### Placement by cell class, run 1

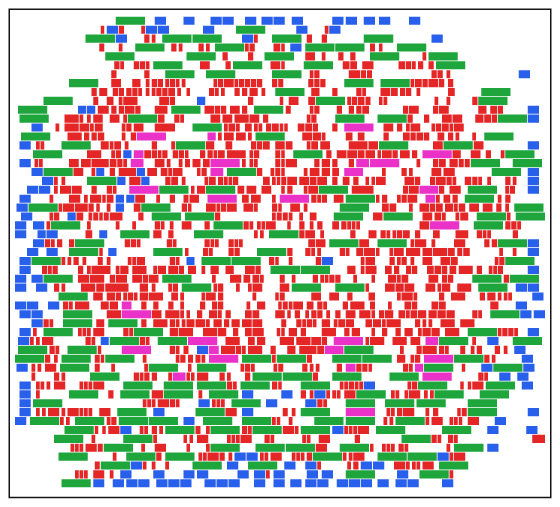
### Cells by drive strength, run 1

Bar = 50 um.
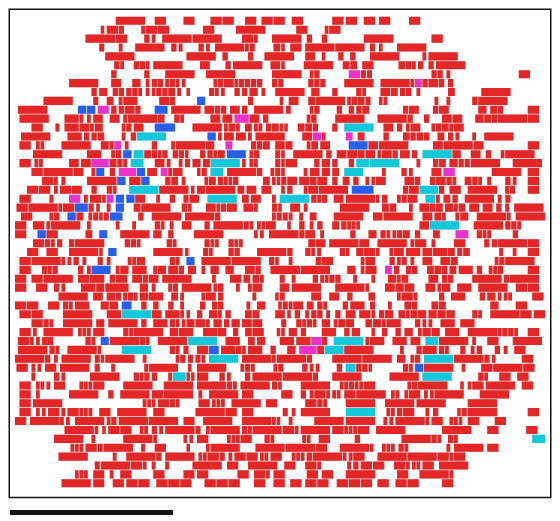
### Nets reached from selected ports, run 1

Bar = 50 um.
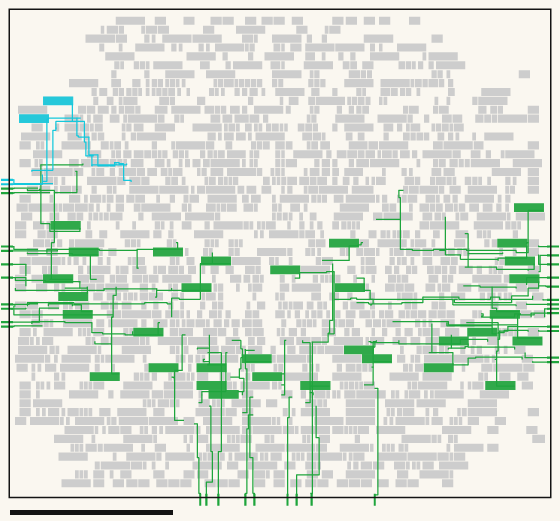
--- src/rtl/cpu_pkg.sv ---
// Shared CPU definitions: opcode constants, the fetch FSM state encoding
// and the NOP word used to clear the IF/ID register.
package cpu_pkg;

   localparam logic [5:0] OP_RTYPE = 6'h00;
   localparam logic [5:0] OP_J     = 6'h02;
   localparam logic [5:0] OP_BEQ   = 6'h04;
   localparam logic [5:0] OP_ADDI  = 6'h08;
   localparam logic [5:0] OP_SLTI  = 6'h0A;
   localparam logic [5:0] OP_ANDI  = 6'h0C;
   localparam logic [5:0] OP_ORI   = 6'h0D;
   localparam logic [5:0] OP_LW    = 6'h23;
   localparam logic [5:0] OP_SW    = 6'h2B;

   localparam logic [31:0] NOP_INSTR = 32'h0000_0000;

   typedef enum logic [1:0] {
      FS_IDLE  = 2'd0,
      FS_FETCH = 2'd1,
      FS_DRAIN = 2'd2,
      FS_SKID  = 2'd3
   } fetch_state_e;

endpackage

--- src/rtl/next_pc_calc.sv ---
// Combinational next-PC logic: sequential PC, jump/branch targets and the
// redirect decision taken from the instruction sitting in IF/ID.
module next_pc_calc
   import cpu_pkg::*;
(
   input  logic [31:0] pc,
   input  logic [31:0] pc_plus4,
   input  logic [25:0] instr_low,
   input  logic        instr_valid,
   input  logic        stall,
   input  logic        jump,
   input  logic        branch,
   input  logic        zero,
   output logic [31:0] seq_pc,
   output logic [31:0] target,
   output logic        redirect
);

   logic [31:0] branch_off;
   logic [31:0] branch_tgt;
   logic [31:0] jump_tgt;

   assign seq_pc     = pc + 32'd4;
   assign branch_off = {{14{instr_low[15]}}, instr_low[15:0], 2'b00};
   assign branch_tgt = pc_plus4 + branch_off;
   assign jump_tgt   = {pc_plus4[31:28], instr_low, 2'b00};
   assign target     = jump ? jump_tgt : branch_tgt;

   // instr_valid gates first so decoder x's on a bubble never leak into redirect
   assign redirect   = instr_valid && !stall && (jump || (branch && zero));

endmodule

--- src/rtl/fetch_stage.sv ---
// Instruction fetch stage: PC, instruction-memory request FSM, one-entry
// skid buffer and the IF/ID register feeding the control decoder.
module fetch_stage
   import cpu_pkg::*;
#(
   parameter logic [31:0] RESET_PC = 32'h0000_0000
)
(
   input  logic        clk,
   input  logic        rst,
   output logic        imem_req,
   output logic [31:0] imem_addr,
   input  logic        imem_ready,
   input  logic [31:0] imem_rdata,
   input  logic        stall,
   input  logic        flush,
   input  logic        Jump,
   input  logic        Branch,
   input  logic        Zero,
   output logic [31:0] instr,
   output logic [5:0]  opcode,
   output logic [31:0] pc_plus4,
   output logic        instr_valid,
   output logic [1:0]  fsm_state
);

   localparam logic [1:0] IDLE  = FS_IDLE;
   localparam logic [1:0] FETCH = FS_FETCH;
   localparam logic [1:0] DRAIN = FS_DRAIN;
   localparam logic [1:0] SKID  = FS_SKID;

   logic [1:0]  state;
   logic [31:0] pc;
   logic [31:0] req_addr;
   logic [31:0] skid_word;
   logic [31:0] skid_pc4;
   logic [31:0] seq_pc;
   logic [31:0] target;
   logic        redirect;
   logic        can_load;
   logic        load_mem;
   logic        load_skid;

   next_pc_calc u_next_pc (
      .pc          (pc),
      .pc_plus4    (pc_plus4),
      .instr_low   (instr[25:0]),
      .instr_valid (instr_valid),
      .stall       (stall),
      .jump        (Jump),
      .branch      (Branch),
      .zero        (Zero),
      .seq_pc      (seq_pc),
      .target      (target),
      .redirect    (redirect)
   );

   // Memory handshake: a word transfers on any edge where imem_req && imem_ready;
   // while imem_req && !imem_ready the address is held and may not be withdrawn.
   assign imem_req  = (state == FETCH) || (state == DRAIN);
   assign imem_addr = req_addr;
   assign opcode    = instr[31:26];
   assign fsm_state = state;

   assign can_load  = !stall || !instr_valid;
   assign load_mem  = (state == FETCH) && imem_ready && can_load;
   assign load_skid = (state == SKID) && can_load;

   // pc only advances once a word actually reaches IF/ID, so a flushed word is refetched
   always_ff @(posedge clk or posedge rst) begin
      if (rst) begin
         state     <= IDLE;
         pc        <= RESET_PC;
         req_addr  <= RESET_PC;
         skid_word <= NOP_INSTR;
         skid_pc4  <= 32'h0;
      end else begin
         case (state)
            IDLE: begin
               state    <= FETCH;
               req_addr <= pc;
            end
            FETCH: begin
               if (redirect) begin
                  pc <= target;
                  if (imem_ready) req_addr <= target;
                  else            state    <= DRAIN;
               end else if (imem_ready && !flush) begin
                  if (can_load) begin
                     pc       <= seq_pc;
                     req_addr <= seq_pc;
                  end else begin
                     skid_word <= imem_rdata;
                     skid_pc4  <= seq_pc;
                     state     <= SKID;
                  end
               end
            end
            SKID: begin
               if (redirect) begin
                  pc       <= target;
                  req_addr <= target;
                  state    <= FETCH;
               end else if (flush) begin
                  state <= FETCH;
               end else if (can_load) begin
                  pc       <= seq_pc;
                  req_addr <= seq_pc;
                  state    <= FETCH;
               end
            end
            DRAIN: begin
               if (redirect) pc <= target;
               if (imem_ready) begin
                  req_addr <= redirect ? target : pc;
                  state    <= FETCH;
               end
            end
            default: state <= IDLE;
         endcase
      end
   end

   always_ff @(posedge clk or posedge rst) begin
      if (rst) begin
         instr       <= NOP_INSTR;
         pc_plus4    <= 32'h0;
         instr_valid <= 1'b0;
      end else if (redirect || flush) begin
         instr_valid <= 1'b0;
      end else if (stall && instr_valid) begin
         instr_valid <= 1'b1;
      end else if (load_mem) begin
         instr       <= imem_rdata;
         pc_plus4    <= seq_pc;
         instr_valid <= 1'b1;
      end else if (load_skid) begin
         instr       <= skid_word;
         pc_plus4    <= skid_pc4;
         instr_valid <= 1'b1;
      end else begin
         instr_valid <= 1'b0;
      end
   end

endmodule

--- config.mk ---
export PLATFORM = sky130hd
export DESIGN_NAME = fetch_stage
export DESIGN_NICKNAME = d
export VERILOG_FILES = /design/src/rtl/cpu_pkg.sv /design/src/rtl/next_pc_calc.sv /design/src/rtl/fetch_stage.sv
export SDC_FILE = /design/constraint.sdc
export NUM_CORES = 1
export LEC_CHECK = 0
export ABC_CLOCK_PERIOD_IN_PS = 16100
export CORE_ASPECT_RATIO = 0.9
export CORE_UTILIZATION = 49
export CTS_CLUSTER_DIAMETER = 120
export DETAILED_ROUTE_END_ITERATION = 10
export PLACE_DENSITY = 0.7
export SYNTH_ARGS = -nofsm -noshare
export SYNTH_HDL_FRONTEND = slang
export SYNTH_SLANG_ARGS = --single-unit
--- constraint.sdc ---
create_clock -name clk -period 16.1 [get_ports clk]
set_input_delay 1.61 -clock clk [delete_from_list [all_inputs] [get_ports clk]]
set_output_delay 1.61 -clock clk [all_outputs]
set_load 0.01 [all_outputs]
==> qor.yml, run 1 <==
synthesis:
  synth_cell_types: 73
  synthesis.nets: 1506
  ys_chip_area_um2: 11700
  async_reset_ff_share_pct: 100
  top_area_cell: "dfrtp_1"
  syn_area_um2: 11700
  synth.most_common_cell: "nand2_1"
  ys.flops: 195
  edf_count: 0
  yosysSeqAreaShare_pct: 41.6
  ys_cells: 1431
  synth_top_area_share_pct: 41.6
  synthFlopType: "dfrtp_1"
  synth_area_per_cell_um2: 8.20
  area_leaders: "dfrtp_1 (42%), nand2_1 (9.6%), o21ai_0 (7.1%), a21oi_1 (5.2%), nor2_1 (3.8%)"
  yosysWarnings: 0
  ys_top_cells_by_count: "nand2_1 (300), dfrtp_1 (195), o21ai_0 (167)"
  syn_inst: 1431
critical_path:
  cp_max_fo: 49
  cp_slowest_stage_delay_ns: 0.77
  crit_cells: 10
  r2r_cells: 10
  end_kind: "flop"
  critPathLaunchType: "input pin"
  crit_buf_inv: 4
  worstPathRequired_ns: 16.48
  cp_slowest_cell: "a21oi_1"
  r2r_start: "instr[15]"
  critical_path_class: "in2reg"
  worstReg2RegEnd: "imem_addr[31]"
  critical-path-top-delay-family: "AND-OR/OR-AND gates"
  crit_chain: "clkdlybuf4s50_1, buf_4, a21oi_1, or3_1, buf_4, a221o_1, buf_4, a21oi_1, o21ai_0, a21oi_1"
  startpoint: "Jump"
  arrival_ns: 4.91
final_timing:
  holdWs_ns: 0.475
  drv_slew: 0
  relSlewSlack_pct: 36.6
  clock_skew_ns: 0.0125
  fmax_mhz: 220
  finalCriticalPeriod_ns: 4.54
  final_hold_viol_count: 0
  tightest_slew_ns: 0.951
  finalCritPeriodShare_pct: 28.2
  final.setup.tns_ns: 0
  rsz0062_at_grt: "false"
power:
  power_frac_comb_pct: 52.7
  powerComb_mw: 1.54
  pg_seq_mw: 0.945
  clockPowerShare_pct: 14.9
  p_leak_nw: 6.12
  pg_clk_mw: 0.435
  power_frac_seq_pct: 32.4
  vdd_drop_max_uv: 122
  netSwitchingFraction_pct: 46.6
  power.net_switching_mw: 1.36
  power-top-group: "combinational cells"
  p_per_area_nw_per_um2: 210
  intPower_mw: 1.56
route:
  wl_mm: 35.5
  drc: 0
  vias_per_cell: 6.00
  drt_pass1_iterations: 6
  postRouteAntennaNets: 0
  vias: 11000
  wire_per_inst_um: 19.5
  drt_iter0_markers: 1251
floorplanning:
  die_h_um: 149
  dieArea_um2: 24600
  fp-utilization_pct: 50.1
  die_w_um: 165
  tapCellCount: 302
clock_tree:
  htree_levels: 4
  cts_tree: "done"
  cts_buffer_depth: 2
  cts.sinks: 195
  clk-insertion-delay-late_ns: 0.46
  numCtsBuffers: 17
  cts_root_buf: "clkbuf_16"
  cts_resized: 0
  cts.clk_slew.worst_paths_ns: 0.07
  ctsHoldBuffers: 0
layout:
  comb_area_um2: 6390
  n_all_inverters: 18
  clock_area_share_pct: 4.24
  fillerInstances: 2067
  multi_input_comb_cells: 1115
  area_dominant_class: "logic gates"
  nets: 1584
  buffer_area_share_pct: 11.4
  diodes: 0
  flop-count: 195
hold_path:
  hp-class: "reg2reg"
  whs_path_depth: 2
global_routing:
  grt_pass1_wl_mm: 56.5
  antenna_found_initial: 0
  grt_usage_pct: 29.8
  gr-total-overflow: 0
  grt_pass1_vias: 10200
  grt_max_degree: 132
place:
  dp_cells: 1792
  postPlaceCellArea_um2: 13300
  hpwl_mm: 24.5
  gp_congestion: 0.968
job:
  maxCapViolCount: 0
  warnings: 33
outcome:
  status: "complete, no violations"
## Picture notes: 'Placement by cell class'
clock drivers and dummy loads: shown in magenta, cells 32, share of their area 4.4%. flops: shown in green, cells 195, share of their area 36%. combinational and other logic: shown in red, cells 1,133, share of their area 48%. other buffers and delay cells: shown in blue, cells 162, share of their area 12%.
row cnt: 53
sequential share of cell area: 35.1%
Util after Layout: 59.4%
Core Area: 23,400 um^2
cell area after layout: 13,900 um^2

## Picture notes: 'Cells by drive strength'
_2 cells: shown in magenta, cells 18, share 1.2%, most used or2_2. _0 and _1 cells: shown in red, cells 1,446, share 95%, most used nand2_1. _3 and _4 cells: shown in blue, cells 29, share 1.9%, most used buf_4. _6 and larger: shown in cyan, cells 29, share 1.9%, most used clkbuf_16.
Non-clock buffers: 162
final setup margin: 11.56 ns
Area growth syn-to-layout: 18.4%

## Picture notes: 'Nets reached from selected ports'
fsm_state: shown in cyan, bits 2, direction output, edge west, end cells 2, buffers 2, wire 160 um. pc_plus4: shown in green, bits 32, direction output, edge 13 east, 10 west, 9 south, end cells 32, buffers 32, wire 1,920 um.
io pins: 146
port bufs: 145

[run 1: per-layer routing]
| metal | vias up | wire [um] | track usage [%] |
|---|---|---|---|
| met5 | - | 0 | 0 |
| met2 | 480 | 16500 | 47.5 |
| met3 | 103 | 2560 | 4.48 |
| met1 | 5163 | 15100 | 40.6 |
| met4 | 0 | 1360 | 11.9 |
| li1 | 5204 | - | - |
[run 1: cell usage in the layout (no fill, tap or decap), types with 4 or more instances in the layout]
master	n
inv_1	17
a221o_1	5
mux2i_1	43
and2_1	5
nor2b_1	6
nand4_1	15
nor3_1	7
a31oi_1	15
a221oi_1	8
clkdlybuf4s50_1	145
or3_1	6
and3_1	14
o22a_1	11
o21bai_1	5
xnor2_1	26
or2_2	5
a21o_1	22
o311ai_0	4
inv_8	6
nor2_1	120
a21oi_1	121
and4_1	4
o21ai_1	6
o21ai_0	167
xor2_1	25
a211o_1	4
nand2_1	299
a311oi_1	4
clkbuf_16	17
ha_1	34
nand3_1	34
o211ai_1	11
nand2b_1	7
a211oi_1	13
buf_4	17
o22ai_1	10
a22o_1	5
o221ai_1	4
dfrtp_1	195
[run 1: kinds of logic after synthesis]
group | after synthesis | share of synthesized area, %
and+or+nand+nor | 541 | 20.1
AOI/OAI and AO/OA | 444 | 22.8
DFF | 195 | 41.6
buffers and inverters | 121 | 4.22
xor gates and xnor gates | 51 | 3.81
muxes | 44 | 3.76
adders and majority gates | 35 | 3.79
[run 1: flip-flops by register name, indices dropped and copies added (netlist names)]
signal,count
instr,32
skid_word,32
imem_addr,32
skid_pc4,32
pc_plus4,32
fsm_state,2
instr_valid,1
pc,32
[run 1: stage by stage]
step	total power [mW]	utilization, %
final	2.92	59.4
after global routing	3.13	59.4
after CTS	2.91	59.4
after detailed placement	2.46	56.8
after global placement	2.43	56.8
after floorplan	1.86	-
==> inputs of run 2 (changes only) <==
--- a/config.mk
+++ b/config.mk
@@ -5,12 +5,12 @@
 export SDC_FILE = /design/constraint.sdc
 export NUM_CORES = 1
 export LEC_CHECK = 0
-export ABC_CLOCK_PERIOD_IN_PS = 16100
+export ABC_CLOCK_PERIOD_IN_PS = 4070
 export CORE_ASPECT_RATIO = 0.9
 export CORE_UTILIZATION = 49
 export CTS_CLUSTER_DIAMETER = 120
 export DETAILED_ROUTE_END_ITERATION = 10
-export PLACE_DENSITY = 0.7
+export PLACE_DENSITY = 0.73
 export SYNTH_ARGS = -nofsm -noshare
 export SYNTH_HDL_FRONTEND = slang
 export SYNTH_SLANG_ARGS = --single-unit
==> constraint.sdc (replaced) <==
create_clock -name clk -period 4.07 [get_ports clk]
set_input_delay 0.407 -clock clk [delete_from_list [all_inputs] [get_ports clk]]
set_output_delay 0.407 -clock clk [all_outputs]
set_load 0.01 [all_outputs]
### Clock wires, drivers and flops, run 2

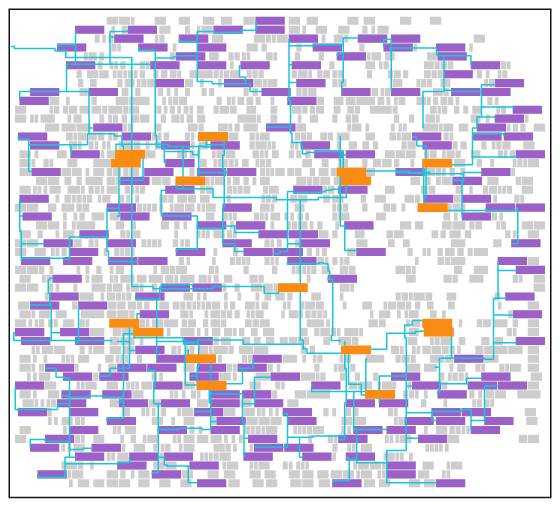
clock wires: shown in cyan, length 2,630 um. clock drivers: shown in orange, count 17. flip-flops: shown in purple, count 195.
There are 18 routed clock nets.
Clock power frac: 14.4%
Late-Pin Clk Latency: 0.45 ns

==> run 2 against run 1 <==
Effect of this change: sequential share of layout area down 0.25 points; largest power group unchanged; register-to-register slack worse by 12 ns; via count up 1.7%.
==> qor.yml, run 2 <==
outcome:
  status: "complete, no violations"
layout:
  diodes: 0
  drive_gt1_share_pct: 5.61
  syn2layout_area_growth_pct: 19.2
  final_area_um2: 14000
  nets: 1596
  final_cell_mix: "nand2_1 (299), dfrtp_1 (195), o21ai_0 (167)"
  fin_cells: 1836
  fin_util_pct: 59.8
  lay_top_count: "nand2_1"
final_timing:
  finalCritPeriodShare_pct: 81.0
  relSlewSlack_pct: 28.4
  setup_violations: 0
  drv_slew: 0
  finalCriticalPeriod_ns: 3.30
  fmax_mhz: 303
  clock_skew_ns: 0.0139
  final.setup.tns_ns: 0
  rsz0062_at_grt: "false"
  final_hold_viol_count: 0
  holdWs_ns: 0.382
  tightest_slew_ns: 1.07
  setup_ws_ns: 0.775
synthesis:
  area_leaders: "dfrtp_1 (42%), nand2_1 (9.6%), o21ai_0 (7.1%), a21oi_1 (5.2%), nor2_1 (3.8%)"
  synthFlopType: "dfrtp_1"
  edf_count: 0
  synth_cell_types: 73
  synthesis.nets: 1506
  synth_area_per_cell_um2: 8.20
  top_area_cell: "dfrtp_1"
  ys_top_cells_by_count: "nand2_1 (300), dfrtp_1 (195), o21ai_0 (167)"
  syn_area_um2: 11700
  syn_inst: 1431
  yosysWarnings: 0
  yosysSeqAreaShare_pct: 41.6
  synth_top_area_share_pct: 41.6
  ys.flops: 195
  ys_chip_area_um2: 11700
  async_reset_ff_share_pct: 100
  ys_cells: 1431
  synth.most_common_cell: "nand2_1"
route:
  vias_per_cell: 6.06
  wire_per_inst_um: 20.4
  drt_pass1_iterations: 6
  wl_mm: 37.4
  postRouteAntennaNets: 0
  drt_iter0_markers: 1219
  drc: 0
  vias: 11100
critical_path:
  cp_slowest_stage_delay_ns: 0.42
  r2r_cells: 10
  crit_buf_inv: 0
  r2r_start: "instr[2]"
  critPathLaunchType: "flop"
  worstPathRequired_ns: 4.39
  cp_max_fo: 5
  end_kind: "flop"
  rrSetupSlack_ns: 0.77
  path_common_cell: "o21ai_0"
  critical-path-top-delay-family: "AND-OR/OR-AND gates"
  arrival_ns: 3.62
  critical_path_class: "reg2reg"
  cp_slowest_cell: "dfrtp_1"
  worstReg2RegEnd: "imem_addr[29]"
  crit_chain: "ha_1, o21ai_0, o21ai_1, nand3_1, a211oi_1, o22ai_1, o221ai_1, xor2_1, o21ai_0, o311ai_0"
clock_tree:
  ctsHoldBuffers: 0
  numCtsBuffers: 17
  cts_tree: "done"
  cts.clk_slew.worst_paths_ns: 0.08
  htree_levels: 4
  cts_buffer_depth: 2
  cts_setup_buffers: 0
  cts_resized: 0
  cts_root_buf: "clkbuf_16"
  cts.sinks: 195
place:
  numPortBuffers: 145
  place_ws_ns: 0.843
  dp_cells: 1804
  hpwl_mm: 26.5
  gp_congestion: 0.915
  postPlaceCellArea_um2: 13400
floorplanning:
  dieArea_um2: 24600
  die_h_um: 149
  fp-utilization_pct: 50.1
  ios: 146
  core_um2: 23400
  rows: 53
  die_w_um: 165
job:
  warnings: 29
  maxCapViolCount: 0
hold_path:
  hp-class: "in2async"
power:
  intPower_mw: 6.23
  vdd_drop_max_uv: 514
  power_frac_seq_pct: 31.9
  p_per_area_nw_per_um2: 831
  power.net_switching_mw: 5.39
  p_leak_nw: 6.19
  netSwitchingFraction_pct: 46.4
  power_frac_comb_pct: 53.8
  power_mw: 11.6
global_routing:
  antenna_found_initial: 0
  grt_max_degree: 99
  grt_pass1_vias: 10500
  gr-total-overflow: 0
  grt_pass1_wl_mm: 59.2
  grt_usage_pct: 31.5
==> run 2: cell count changes in the layout (fill, tap and decap cells not counted), moves of 2 or more <==
cell | before | now
inv_8 | 6 | 3
buf_12 | 0 | 3
clkbuf_1 | 0 | 2
buf_4 | 17 | 26
clkinv_8 | 3 | 1
==> run 2: worst max path at each step <==
stage                     slack, ns            end  cells after the start      from
after floorplan                1.14   fsm_state[0]                      1       rst
after global placement         0.85  imem_addr[29]                     10  instr[2]
after detailed placement       0.84  imem_addr[29]                     10  instr[2]
after CTS                      0.81  imem_addr[29]                     10  instr[3]
after global routing           0.51  imem_addr[29]                     10  instr[3]
final                          0.77  imem_addr[29]                     10  instr[2]
==> run 2: power groups by stage <==
stage                     registers [mW]  logic (mW)  clock network (mW)
final                               3.70        6.25                1.67
after CTS                           3.69        6.19                1.70
after global routing                3.81        6.85                1.78
after global placement              3.70        6.07                   0
after detailed placement            3.72        6.16                   0
after floorplan                     3.54        3.83                   0
==> run 2: cell type report <==
| type | count | area (um^2) |
|---|---|---|
| tap | 302 | 378 |
| inverter | 18 | 71.3 |
| fill | 2086 | 9410 |
| multi-input combinational | 1115 | 6400 |
| clock buffer | 20 | 447 |
| sequential | 195 | 4880 |
| timing repair buffer | 174 | 1710 |
| clock inverter | 12 | 115 |
==> run 2: cells by family after synthesis <==
group	synth area share, %
xor gates and xnor gates	3.81
muxes	3.76
adders and majority gates	3.79
buffers and inverters	4.22
and+or+nand+nor	20.1
DFF	41.6
AOI/OAI and AO/OA	22.8
==> run 2: per-layer routing <==
layer / share of wire, % / global-route usage, % / up-vias
met5: 0 / 0 / -
met4: 3.6 / 12.7 / 0
met3: 6.5 / 5.12 / 89
met2: 47 / 49.9 / 474
met1: 43 / 42.7 / 5348
li1: - / - / 5222
==> inputs of run 3 (changes only) <==
--- a/config.mk
+++ b/config.mk
@@ -5,7 +5,7 @@
 export SDC_FILE = /design/constraint.sdc
 export NUM_CORES = 1
 export LEC_CHECK = 0
-export ABC_CLOCK_PERIOD_IN_PS = 4070
+export ABC_CLOCK_PERIOD_IN_PS = 2800
 export CORE_ASPECT_RATIO = 0.9
 export CORE_UTILIZATION = 49
 export CTS_CLUSTER_DIAMETER = 120
==> constraint.sdc (replaced) <==
create_clock -name clk -period 2.8 [get_ports clk]
set_input_delay 0.28 -clock clk [delete_from_list [all_inputs] [get_ports clk]]
set_output_delay 0.28 -clock clk [all_outputs]
set_load 0.01 [all_outputs]
### Cells by drive strength, run 3

Bar = 50 um.
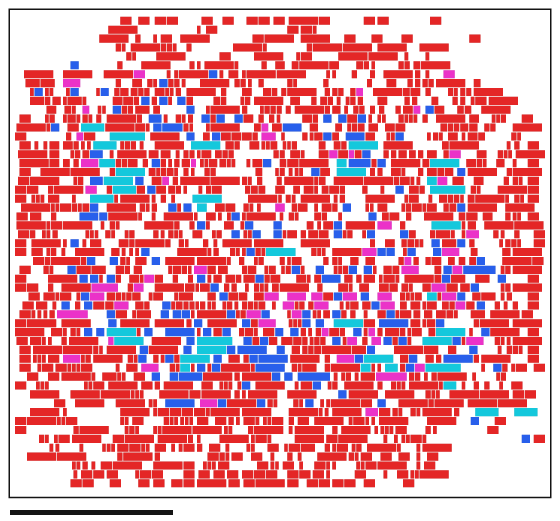
final setup margin: 0.0197 ns
cell area after layout: 15,400 um^2
Non-clock buffers: 300
Area growth syn-to-layout: 30.9%

==> run 3 against run 2 <==
Effect of this change: via count rose by 6.7%; global-route usage rose by 0.53 points; hold slack got worse by 0.070 ns; die area did not move; flip-flop count did not move; critical path type unchanged; largest cell class unchanged.
==> qor.yml, run 3 <==
synthesis:
  area_leaders: "dfrtp_1 (42%), nand2_1 (9.6%), o21ai_0 (7.1%), a21oi_1 (5.2%), nor2_1 (3.8%)"
  simple_gate_share_pct: 20.1
  aoi_share_pct: 22.8
  synth_top_area_share_pct: 41.6
  top_area_cell: "dfrtp_1"
  synthFlopType: "dfrtp_1"
  synth_cell_types: 73
  ys_sh_mux_pct: 3.76
  top_logic_kind: "AND-OR/OR-AND gates"
  async_reset_ff_share_pct: 100
  ys_sh_xor_pct: 3.81
  ys.flops: 195
  ys_top_cells_by_count: "nand2_1 (300), dfrtp_1 (195), o21ai_0 (167)"
  ys_cells: 1431
  syn_inst: 1431
  ys_chip_area_um2: 11700
  ys_sh_adder_pct: 3.79
  syn_area_um2: 11700
  synth.most_common_cell: "nand2_1"
  synth_area_per_cell_um2: 8.20
  synthesis.nets: 1506
  yosysWarnings: 0
  yosysSeqAreaShare_pct: 41.6
  edf_count: 0
global_routing:
  grt_pass1_wl_mm: 60.6
  grt_pass1_vias: 11400
  gr-total-overflow: 0
  grt_max_degree: 115
  grt_usage_pct: 32.0
  antenna_found_initial: 0
critical_path:
  startpoint: "pc_plus4[11]"
  arrival_ns: 3.11
  cp_max_fo: 3
  endpoint: "pc[22]"
  rrSetupSlack_ns: 0.02
  critPathLaunchType: "flop"
  worstPathRequired_ns: 3.13
  end_kind: "flop"
  worstReg2RegEnd: "pc[22]"
  r2r_start: "pc_plus4[11]"
  r2r_cells: 12
  critical_path_class: "reg2reg"
clock_tree:
  numCtsBuffers: 17
  clk-insertion-delay-late_ns: 0.45
  cts.sinks: 195
  cts_buffer_depth: 2
  cts_root_buf: "clkbuf_16"
  htree_levels: 4
  cts_tree: "done"
  cts.clk_slew.worst_paths_ns: 0.07
floorplanning:
  die_h_um: 149
  core_um2: 23400
  ios: 146
  dieArea_um2: 24600
  die_w_um: 165
  rows: 53
  fp-utilization_pct: 50.1
hold_path:
  hp-class: "in2async"
layout:
  final_cell_mix: "nand2_1 (297), dfrtp_1 (193), o21ai_0 (157)"
  diodes: 0
  nets: 1722
  fin_util_pct: 65.6
  fin_cells: 1962
  drive_gt1_share_pct: 15.8
  lay_top_count: "nand2_1"
  fillerInstances: 1916
outcome:
  status: "complete, no violations"
final_timing:
  setup_violations: 0
  drv_slew: 0
  relSlewSlack_pct: 53.1
  finalCritPeriodShare_pct: 99.3
  finalCriticalPeriod_ns: 2.78
  holdWs_ns: 0.312
  clock_skew_ns: 0.0111
  final_hold_viol_count: 0
  final.setup.tns_ns: 0
  rsz0062_at_grt: "true"
  tightest_slew_ns: 0.699
  fmax_mhz: 360
power:
  power.net_switching_mw: 8.35
  vdd_drop_max_uv: 632
  power_frac_comb_pct: 58.0
  clockPowerShare_pct: 14.3
  intPower_mw: 10.6
  p_leak_nw: 6.91
  power_mw: 18.9
  netSwitchingFraction_pct: 44.1
  p_per_area_nw_per_um2: 1230
  power_frac_seq_pct: 27.7
route:
  postRouteAntennaNets: 0
  drc: 0
  wire_per_inst_um: 19.8
  vias_per_cell: 6.06
  drt_iter0_markers: 1204
  vias: 11900
  wl_mm: 38.9
  drt_pass1_iterations: 7
place:
  hpwl_mm: 27.3
  gp_congestion: 0.984
  dp_cells: 1922
  place_ws_ns: -0.179
  postPlaceCellArea_um2: 14400
  numPortBuffers: 145
job:
  maxCapViolCount: 0
  warnings: 33
[run 3: cell counts after synthesis]
Identical to the previous run, type by type.
[run 3: cells by family (layout without fill, tap and decap cells)]
logic type,count (synthesis),after routing
and+or+nand+nor,541,541
DFF,195,195
muxes,44,44
xor gates and xnor gates,51,51
AOI/OAI and AO/OA,444,444
buffers and inverters,121,350
adders and majority gates,35,35
[run 3: layout make-up]
class                      count  area, um^2  share of cell area, %
multi-input combinational   1115        6700                   43.6
clock buffer                  18         439                   2.86
tap                          302         378                   2.46
clock inverter                14         195                   1.27
sequential                   195        4880                   31.8
timing repair buffer         300        2700                   17.6
inverter                      18        71.3                  0.464
[run 3: timing repair]
item                       in CTS  in global routing
hold buffers                    0                  0
resized                        15                 55
buffers inserted                2                  6
setup endpoints to repair      20                 33
pin swaps                       9                 27
[run 3: worst max-delay path, stage by stage (launching register included)]
cell and delay [ns]:
dfrtp_1 0.41, ha_2 0.20, buf_4 0.14, a21o_1 0.17, a221o_1 0.38, a2111oi_4 0.32, a21oi_4 0.13, a31oi_2 0.22
buf_4 0.15, xor2_1 0.14, o211a_1 0.19, a31oi_1 0.05, o22a_1 0.20
[run 3: routing by layer]
metal / global-route usage, % / vias up / share of wire, % / routed length [um]
li1: - / 5460 / - / -
met1: 40.9 / 5723 / 40 / 15500
met2: 52.8 / 572 / 48 / 18800
met3: 5.00 / 128 / 7.2 / 2790
met4: 15.5 / 0 / 4.7 / 1840
met5: 0 / - / 0 / 0
[run 3: power groups by stage]
stage,Sequential (mW),Clock (mW),Combinational [mW]
floorplan,5.15,0,5.56
global placement,5.15,0,10.0
detailed placement,5.20,0,10.2
CTS,5.17,2.71,10.4
global route,5.39,2.82,11.9
finish,5.25,2.71,11.0
No activity file was given, so power comes from the tool's default toggle rates.
